[config.mk]
export PLATFORM = sky130hd
export DESIGN_NAME = tms1000_panel
export DESIGN_NICKNAME = d
export VERILOG_FILES = /design/src/rtl/tms1000_pkg.sv /design/src/rtl/tms1000_key_debounce.sv /design/src/rtl/tms1000_panel.sv
export SDC_FILE = /design/constraint.sdc
export NUM_CORES = 1
export LEC_CHECK = 0
export CAP_MARGIN = 20
export CORE_ASPECT_RATIO = 0.6
export CORE_MARGIN = 5
export CORE_UTILIZATION = 30
export DETAILED_ROUTE_END_ITERATION = 10
export PLACE_DENSITY = 0.51
export SYNTH_ARGS = -nofsm -noshare
export SYNTH_HDL_FRONTEND = slang
export SYNTH_SLANG_ARGS = --single-unit
[constraint.sdc]
create_clock -name raw_clk -period 5.2 [get_ports raw_clk]
set_input_delay 1.04 -clock raw_clk [delete_from_list [all_inputs] [get_ports raw_clk]]
set_output_delay 1.04 -clock raw_clk [all_outputs]
set_load 0.05 [all_outputs]
[src/rtl/tms1000_pkg.sv]
// Shared definitions for the TMS1000 panel peripheral.
//   - refresh_state_t : display refresh FSM encoding (BLANK = 0, DRIVE = 1)
//   - R_LINES/K_LINES : pin counts of the core's R and K ports
//   - DEF_*           : default parameter values used by the panel modules
//   - cnt_width()     : register width able to hold 0..max_val
package tms1000_pkg;

  typedef enum logic {
    BLANK = 1'b0,
    DRIVE = 1'b1
  } refresh_state_t;

  localparam int R_LINES   = 11;
  localparam int K_LINES   = 4;
  localparam int KEY_COUNT = R_LINES * K_LINES;

  localparam int DEF_DIGITS         = 8;
  localparam int DEF_SETTLE_CYCLES  = 32;
  localparam int DEF_REFRESH_CYCLES = 1500;
  localparam int DEF_BLANK_CYCLES   = 60;
  localparam int DEF_SAMPLE_CYCLES  = 12000;

  // Width of a counter that must represent every value in 0..max_val.
  function automatic int cnt_width(input int max_val);
    return (max_val < 2) ? 1 : $clog2(max_val + 1);
  endfunction

endpackage

[src/rtl/tms1000_key_debounce.sv]
// Key-matrix debouncer.
//   raw_clk : system clock
//   reset   : synchronous, active-high reset
//   keys    : raw asynchronous key levels, 1 = pressed
//   stable  : debounced key levels
// Each key is synchronized by two flops. Every SAMPLE_CYCLES a sample tick
// shifts the synchronized level into a 3-deep history; stable follows the key
// only once three consecutive samples agree.
module tms1000_key_debounce
  import tms1000_pkg::*;
#(
  parameter int SAMPLE_CYCLES = DEF_SAMPLE_CYCLES
) (
  input  logic                 raw_clk,
  input  logic                 reset,
  input  logic [KEY_COUNT-1:0] keys,
  output logic [KEY_COUNT-1:0] stable
);

  localparam int TW = cnt_width(SAMPLE_CYCLES - 1);

  logic [TW-1:0]        sample_cnt;
  logic                 tick;
  logic [KEY_COUNT-1:0] sync_1;
  logic [KEY_COUNT-1:0] sync_2;
  // hist_0 is the most recent sample, hist_1 the one before. Together with the
  // sample being taken at the tick they form the 3-bit history.
  logic [KEY_COUNT-1:0] hist_0;
  logic [KEY_COUNT-1:0] hist_1;
  logic [KEY_COUNT-1:0] all_high;
  logic [KEY_COUNT-1:0] all_low;

  assign tick     = (sample_cnt == TW'(SAMPLE_CYCLES - 1));
  assign all_high = sync_2 & hist_0 & hist_1;
  assign all_low  = ~(sync_2 | hist_0 | hist_1);

  always_ff @(posedge raw_clk) begin
    if (reset) begin
      sample_cnt <= '0;
      sync_1     <= '0;
      sync_2     <= '0;
      hist_0     <= '0;
      hist_1     <= '0;
      stable     <= '0;
    end else begin
      sync_1     <= keys;
      sync_2     <= sync_1;
      sample_cnt <= tick ? '0 : sample_cnt + TW'(1);
      if (tick) begin
        hist_0 <= sync_2;
        hist_1 <= hist_0;
        // Mixed histories hold the previous debounced level.
        stable <= (stable | all_high) & ~all_low;
      end
    end
  end

endmodule

[src/rtl/tms1000_panel.sv]
// Peripheral side of the TMS1000 I/O pins: digit capture, LED refresh and
// keyboard scan response.
//   raw_clk   : system clock (12 MHz)
//   reset     : synchronous, active-high reset
//   pins_r    : R strobe outputs from the core
//   pins_o    : O segment outputs from the core
//   keys      : raw 4x11 key matrix, key (r,k) at keys[r*4+k], 1 = pressed
//   pins_k    : K inputs to the core (registered)
//   seg       : active-low segment drive, bit 6..0 = a..g, bit 7 = dp
//   digit_sel : active-low digit enables, at most one bit low
module tms1000_panel
  import tms1000_pkg::*;
#(
  parameter int DIGITS         = DEF_DIGITS,
  parameter int SETTLE_CYCLES  = DEF_SETTLE_CYCLES,
  parameter int REFRESH_CYCLES = DEF_REFRESH_CYCLES,
  parameter int BLANK_CYCLES   = DEF_BLANK_CYCLES,
  parameter int SAMPLE_CYCLES  = DEF_SAMPLE_CYCLES
) (
  input  logic                 raw_clk,
  input  logic                 reset,
  input  logic [R_LINES-1:0]   pins_r,
  input  logic [7:0]           pins_o,
  input  logic [KEY_COUNT-1:0] keys,
  output logic [K_LINES-1:0]   pins_k,
  output logic [7:0]           seg,
  output logic [DIGITS-1:0]    digit_sel
);

  localparam int SW        = cnt_width(SETTLE_CYCLES);
  localparam int PHASE_MAX = (REFRESH_CYCLES > BLANK_CYCLES) ? REFRESH_CYCLES : BLANK_CYCLES;
  localparam int TW        = cnt_width(PHASE_MAX - 1);
  localparam int IW        = cnt_width(DIGITS - 1);

  // ---------------------------------------------------------------- inputs
  logic [R_LINES-1:0] r_q;
  logic [7:0]         o_q;
  logic [SW-1:0]      settle_cnt;
  logic               settled;
  logic               input_change;

  // Comparing the pins against the register detects a change one cycle
  // earlier than comparing the register against a delayed copy, so a latch
  // lands SETTLE_CYCLES+1 cycles after the new value enters r_q/o_q.
  assign input_change = ({pins_r, pins_o} != {r_q, o_q});
  assign settled      = (settle_cnt == SW'(SETTLE_CYCLES));

  // NOTE: sequential state is assigned with <= so every flop samples the
  // pre-edge values; blocking assignments here would chain registers.
  always_ff @(posedge raw_clk) begin
    if (reset) begin
      r_q        <= '0;
      o_q        <= '0;
      settle_cnt <= '0;
    end else begin
      r_q <= pins_r;
      o_q <= pins_o;
      if (input_change)
        settle_cnt <= '0;
      else if (!settled)
        settle_cnt <= settle_cnt + SW'(1);
    end
  end

  // ---------------------------------------------------------- digit capture
  logic [7:0]        disp_buf [DIGITS];
  logic [DIGITS-1:0] arm;

  always_ff @(posedge raw_clk) begin
    if (reset) begin
      // NOTE: the display buffer is a small flop array, not RAM, and must read
      // as blank after reset, so every entry is cleared explicitly.
      for (int d = 0; d < DIGITS; d++) disp_buf[d] <= '0;
      arm <= '1;
    end else begin
      for (int d = 0; d < DIGITS; d++) begin
        if (!r_q[d]) begin
          arm[d] <= 1'b1;
        end else if (settled && arm[d]) begin
          // One latch per strobe pulse: the digit disarms until its R drops.
          disp_buf[d] <= o_q;
          arm[d]      <= 1'b0;
        end
      end
    end
  end

  // ----------------------------------------------------------- refresh FSM
  refresh_state_t state;
  logic [TW-1:0]  phase_cnt;
  logic [IW-1:0]  idx;

  always_ff @(posedge raw_clk) begin
    if (reset) begin
      state     <= BLANK;
      phase_cnt <= '0;
      idx       <= '0;
      seg       <= 8'hff;
      digit_sel <= '1;
    end else begin
      case (state)
        BLANK: begin
          if (phase_cnt == TW'(BLANK_CYCLES - 1)) begin
            state     <= DRIVE;
            phase_cnt <= '0;
            digit_sel <= ~(DIGITS'(1) << idx);
            seg       <= ~disp_buf[idx];
          end else begin
            phase_cnt <= phase_cnt + TW'(1);
          end
        end
        DRIVE: begin
          if (phase_cnt == TW'(REFRESH_CYCLES - 1)) begin
            state     <= BLANK;
            phase_cnt <= '0;
            digit_sel <= '1;
            seg       <= 8'hff;
            idx       <= (idx == IW'(DIGITS - 1)) ? '0 : idx + IW'(1);
          end else begin
            phase_cnt <= phase_cnt + TW'(1);
            // Re-read every cycle so a capture during DRIVE shows up at once.
            seg       <= ~disp_buf[idx];
          end
        end
        default: state <= BLANK;
      endcase
    end
  end

  // -------------------------------------------------------------- K drive
  logic [KEY_COUNT-1:0] stable;
  logic [K_LINES-1:0]   k_next;

  tms1000_key_debounce #(
    .SAMPLE_CYCLES(SAMPLE_CYCLES)
  ) u_debounce (
    .raw_clk(raw_clk),
    .reset  (reset),
    .keys   (keys),
    .stable (stable)
  );

  // NOTE: k_next gets a default before the loop so no path leaves it
  // unassigned, which would otherwise infer a latch.
  always_comb begin
    k_next = '0;
    for (int r = 0; r < R_LINES; r++)
      for (int k = 0; k < K_LINES; k++)
        k_next[k] = k_next[k] | (r_q[r] & stable[r*K_LINES+k]);
  end

  always_ff @(posedge raw_clk) begin
    if (reset) pins_k <= '0;
    else       pins_k <= k_next;
  end

endmodule
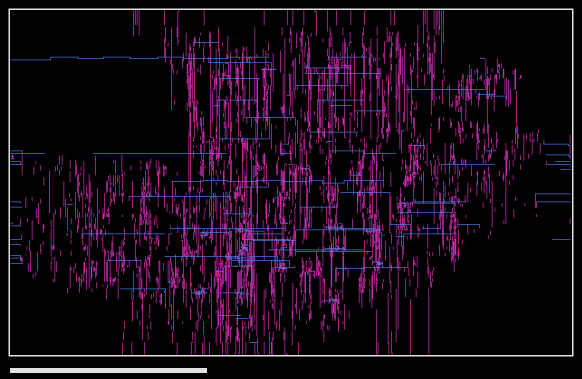
run_1/metal_stack.png
The bar under the picture is 100 µm long. Only two layers are drawn.
blue -> met3  # wire length 1,930 µm
magenta -> met2  # wire length 13,700 µm

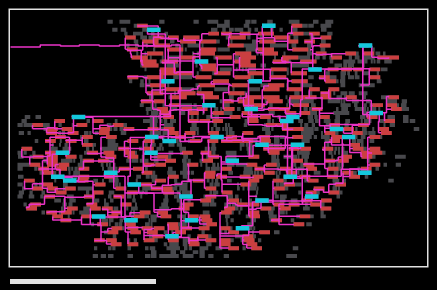
run_1/clock_map.png
The bar under the picture is 100 µm long.
cyan -> cells driving clock nets  # count 37
red -> flip-flops  # count 369
magenta -> clock wires  # length 4,750 µm
routed clock nets = 38
flops lie = spread over the die

==> summary.txt, run 1 <==
Notes on the flow run.

- The clock edge transition at the registers on the reported setup and hold paths is 0.06 ns, for reference.
- The layout contains a multi-input combinational cell count of approximately 880.
- The clock skew is approximately 0.018 ns, for reference.
- The post-layout worst setup margin is about 2.5 ns, for reference.
- Registers represent a cell area share of between 40 and 50%.
- The post-synthesis average cell area is 10.16 µm², for reference.
- The storage element area is ~8000 µm², for reference.
- The switching share of power is a little over a fifth, for reference.
- Routability-driven placement finished with a final weighted congestion of ~0.75.
- The detailed router reports a met2 wire length of 13,690 µm.
- In this run, the synthesized area fraction spent on xor and xnor cells is recorded as 2.757%.
- The area fraction in mux cells is roughly 4.0%, for reference.
- STA classifies the critical path startpoint as a flop.
- The worst register-to-register path depth is 6.
- The cts-stage hold buffer count is 0, for reference.
- The run finished with clean final reports.
- The vertical die dimension reported for this design is approximately 180 µm.
- The type of the setup path with the least slack is flop to output pin, for reference.
- Looking at the reg2reg group, the worst path ends at u_debounce.stable[41].
- The cell count after placement is between 1,500 and 2,000, for reference.
- Synthesis handed over a netlist of 1,345 instances.
- The cell at the root of the clock tree is sky130_fd_sc_hd__clkbuf_16, for reference.
- The flow reports power dissipated in sequential cells as 3010 µW.
- Cells with a size suffix above 1 make up approximately 5.7% of the layout.
- The layout has 16 inverters outside the clock class.
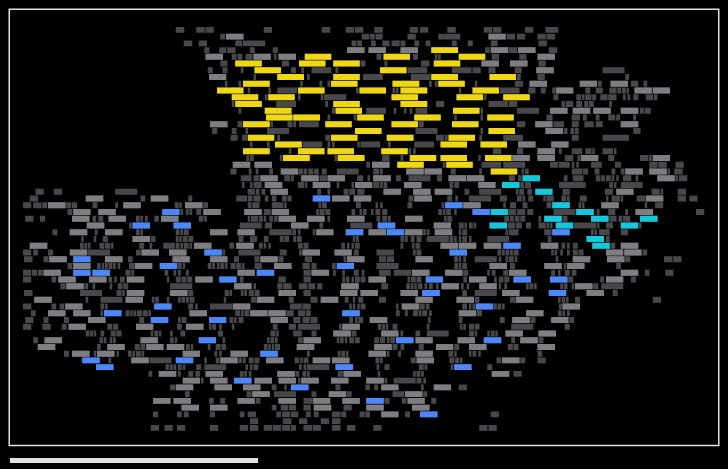
run_1/registers.png
The bar under the picture is 100 µm long.
cyan -> u_debounce.sample_cnt  # placed flops 14, where middle right
yellow -> disp_buf  # placed flops 64, where top center
blue -> u_debounce.hist_0  # placed flops 44

run_1/final_clocks.png
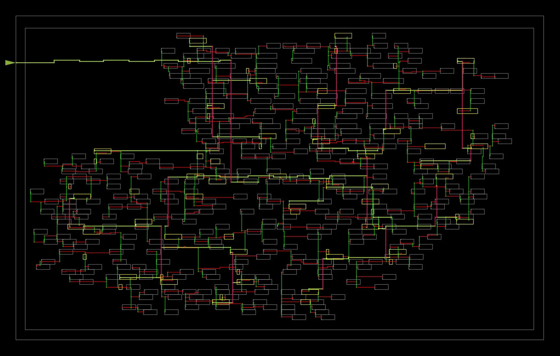

--- run 2 (diff from run 1) ---
PLACE_DENSITY = 0.53   (was 0.51)
clock period = 2.21 ns   (was 5.2 ns; I/O delays follow)
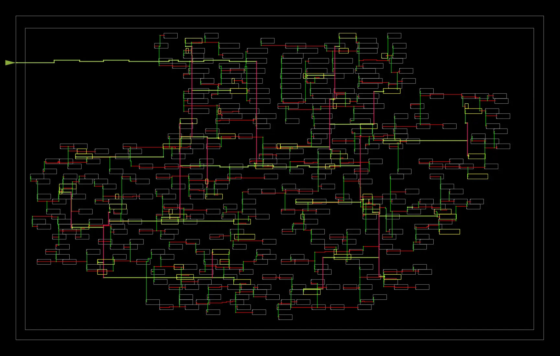
run_2/final_clocks.png
power in the clock group: 6140 µW
tally of clock buffers in the finished layout: 49

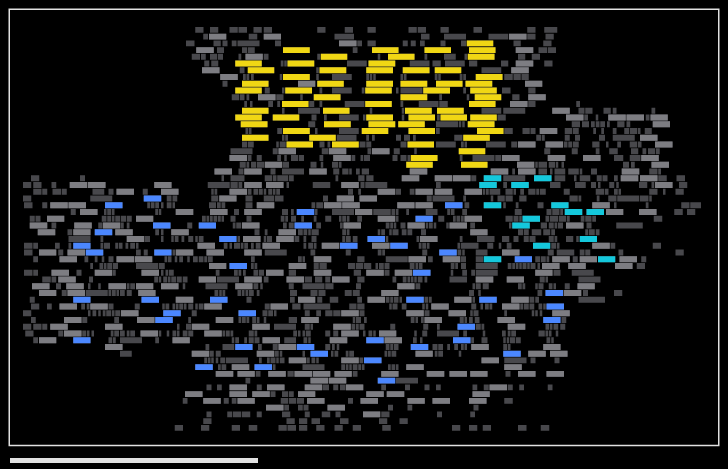
run_2/registers.png
The bar under the picture is 100 µm long.
yellow -> disp_buf  # placed flops 64, where top center
blue -> u_debounce.hist_0  # placed flops 44
cyan -> u_debounce.sample_cnt  # placed flops 14, where middle right

==> run 2 against run 1 <==
Design area is 1.7% higher. Wire length is 1.5% lower. First-iteration DRC count is 13% higher. Clock skew is 0.00068 ns lower. Utilization increased by 0.60 points. Cell count up 1.3%. Synthesized cell count unchanged. Sequential share of layout area is 0.81 points lower. Total power grew 130%. Largest cell class unchanged. Largest power group unchanged.
==> summary.txt, run 2 <==
Notes on the flow run.

- The net count after synthesis is 1,420, for reference.
- For reference, the mux area share after synthesis is between 4 and 5%.
- The routed design uses 13,360 µm of met2 wire.
- Per report_power, the Sequential row totals ~7100 µW.
- The post-synthesis chip area from yosys is around 14,000 µm², for reference.
- The synthesized design contains approximately 370 register bits.
- The die height is between 150 and 200 µm, for reference.
- The congestion estimate from routability-driven global placement came to about 0.8.
- After clock tree synthesis, the flow added hold-fix buffers numbering 0.
- Of all cell types, the one taking the most synthesized area is sky130_fd_sc_hd__dfxtp_1.
- The cell depth of the worst flop-to-flop path is 5, for reference.
- The registers of the reported paths see a clock transition of 0.07 ns.
- The remaining global-route overflow is 0, for reference.
- The worst min-delay path startpoint is reset, for reference.
- Per the layout area report, the register area comes to around 8000 µm².
- The cell at the root of the clock tree is sky130_fd_sc_hd__clkbuf_16, for reference.
- The worst hold path passes through 2 cells.
- After technology mapping, the gate count stands at between 1,000 and 1,500.
- The critical path launch point type is a flop, for reference.
- The end of the worst register-to-register path is u_debounce.stable[27], for reference.
- The worst setup path is of the flop to output pin kind.
- After layout, the worst setup slack is 0.06479 ns.
- After Yosys synthesis, XOR and XNOR cells account for ~2.8% of the synthesized area.
- Per the post-synthesis stats, the area per cell is a little over 10 µm².
- The ratio of cells with drive above 1 in the final layout is between 7 and 8%, for reference.
- The chip occupies around 50,000 µm².
- The layout report gives the register share of total cell area as between 40 and 50%.
- Along the worst path, the maximum fanout reaches 2.
- The number of logic inverters in the finished layout is 16, for reference.
- The tool flagged a number of max-cap violations equal to 0.
- In this run, placement finished with an instance count of roughly 2,000.
- The run finished with clean final reports.
run_2/clock_map.png
The bar under the picture is 100 µm long.
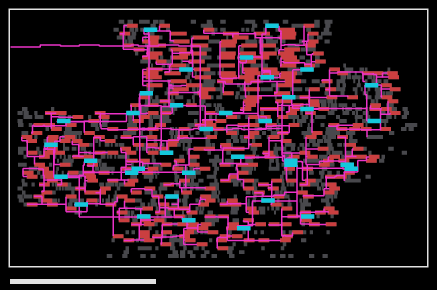

--- run 3 (diff from run 2) ---
RECOVER_POWER = 50   (was unset)
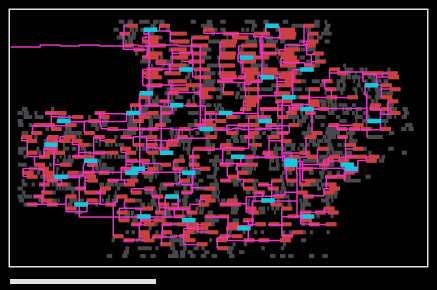
run_3/clock_map.png
The bar under the picture is 100 µm long.
Insertion Delay late pin: 0.53 ns
fraction of power consumed by the clock network: 45.0%
setup clock skew after layout: 0.01689 ns

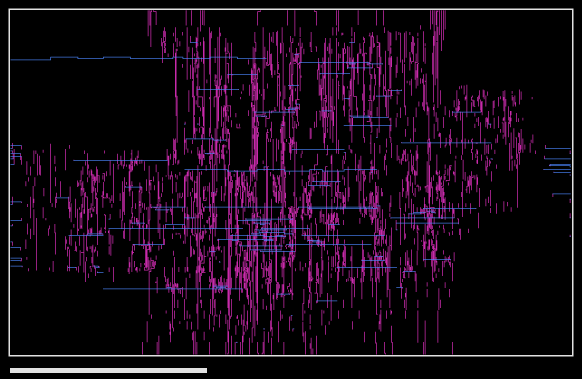
run_3/metal_stack.png
The bar under the picture is 100 µm long. Only two layers are drawn.
blue -> met3  # wire length 1,700 µm
magenta -> met2  # wire length 13,300 µm

==> run 3 against run 2 <==
The run now ends with capacitance limit, slew limit left. Sequential power is essentially flat. Critical endpoint unchanged. Critical path type unchanged. Global-route usage is the same. Non-clock buffer count is the same. Die area is the same.
==> summary.txt, run 3 <==
Notes on the flow run.

- The run finished, with violations left.
- The final reports fail on capacitance limit, slew limit.
- The count of max-cap constraint violations is 1, for reference.
- The worst setup path is launched from a flop.
- After its last routability iteration, the placer logged a weighted congestion of between 0.8 and 0.9.
- The critical-path maximum fanout is 2, for reference.
- Each instance of the synthesized netlist takes up on average around 10 µm².
- The post-synth register bit count is between 300 and 400.
- Per the STA report, the cell with the highest stage delay on the worst path is sky130_fd_sc_hd__clkdlybuf4s50_1.
- The die covers roughly 50,000 µm².
- Per report_power, the Clock row totals about 6100 µW.
- Sequential cells make up 49.08% of the cell area.
- The cell taking the most area after synthesis is sky130_fd_sc_hd__dfxtp_1, for reference.
- The cell count after placement is around 2,000, for reference.
- The cts-stage hold buffer count is 0, for reference.
- The sequential cells in the finished layout cover a total of ~8000 µm².
- The ratio of cells with drive above 1 in the final layout is roughly 7.9%, for reference.
- The worst register-to-register path ends at u_debounce.stable[27].
- The worst hold path depth is 1, for reference.
- The part of the cycle the worst path needs is between 90% and 100%, for reference.
- The die height is roughly 180 µm, for reference.
- The critical path is of the flop to output pin type.
- For this run, combinational gates with multiple inputs come to a little under 900.
- The net count after synthesis is 1,420, for reference.
- The combined area of all synthesized cells is between 10,000 and 15,000 µm², for reference.
- The register with the most flip-flops is disp_buf, for reference.
- The stat command in Yosys gives a chip area of around 14,000 µm².
- The synthesis run shows multiplexers occupying a little over 4% of the cell area.
- Hold analysis lists the worst path endpoint as u_debounce.sync_2[36].
- The number of logic inverters in the finished layout is 16, for reference.
- Looking at the max-slew report, the worst-margin pin has a slew of between 1.5 and 2 ns.
- The max-slew violation count is roughly 77, for reference.
- The number of buffer cells added on primary ports is approximately 84, for reference.
- The total overflow left after global routing is 0.
- Setup slack on the critical path of the routed design comes to 0.06444 ns.
- For reference, XOR and XNOR gates occupy between 2 and 3% of the area reported after synthesis.
- Per the layout report, the design carries about 49 clock buffers.
- The flow reports power dissipated in sequential cells as roughly 7100 µW.
- Counting every instance in the synthesized netlist gives 1,345.
- Counting cells, the worst reg-to-reg path comes to 5.
Power is estimated from default activity; no workload was simulated.
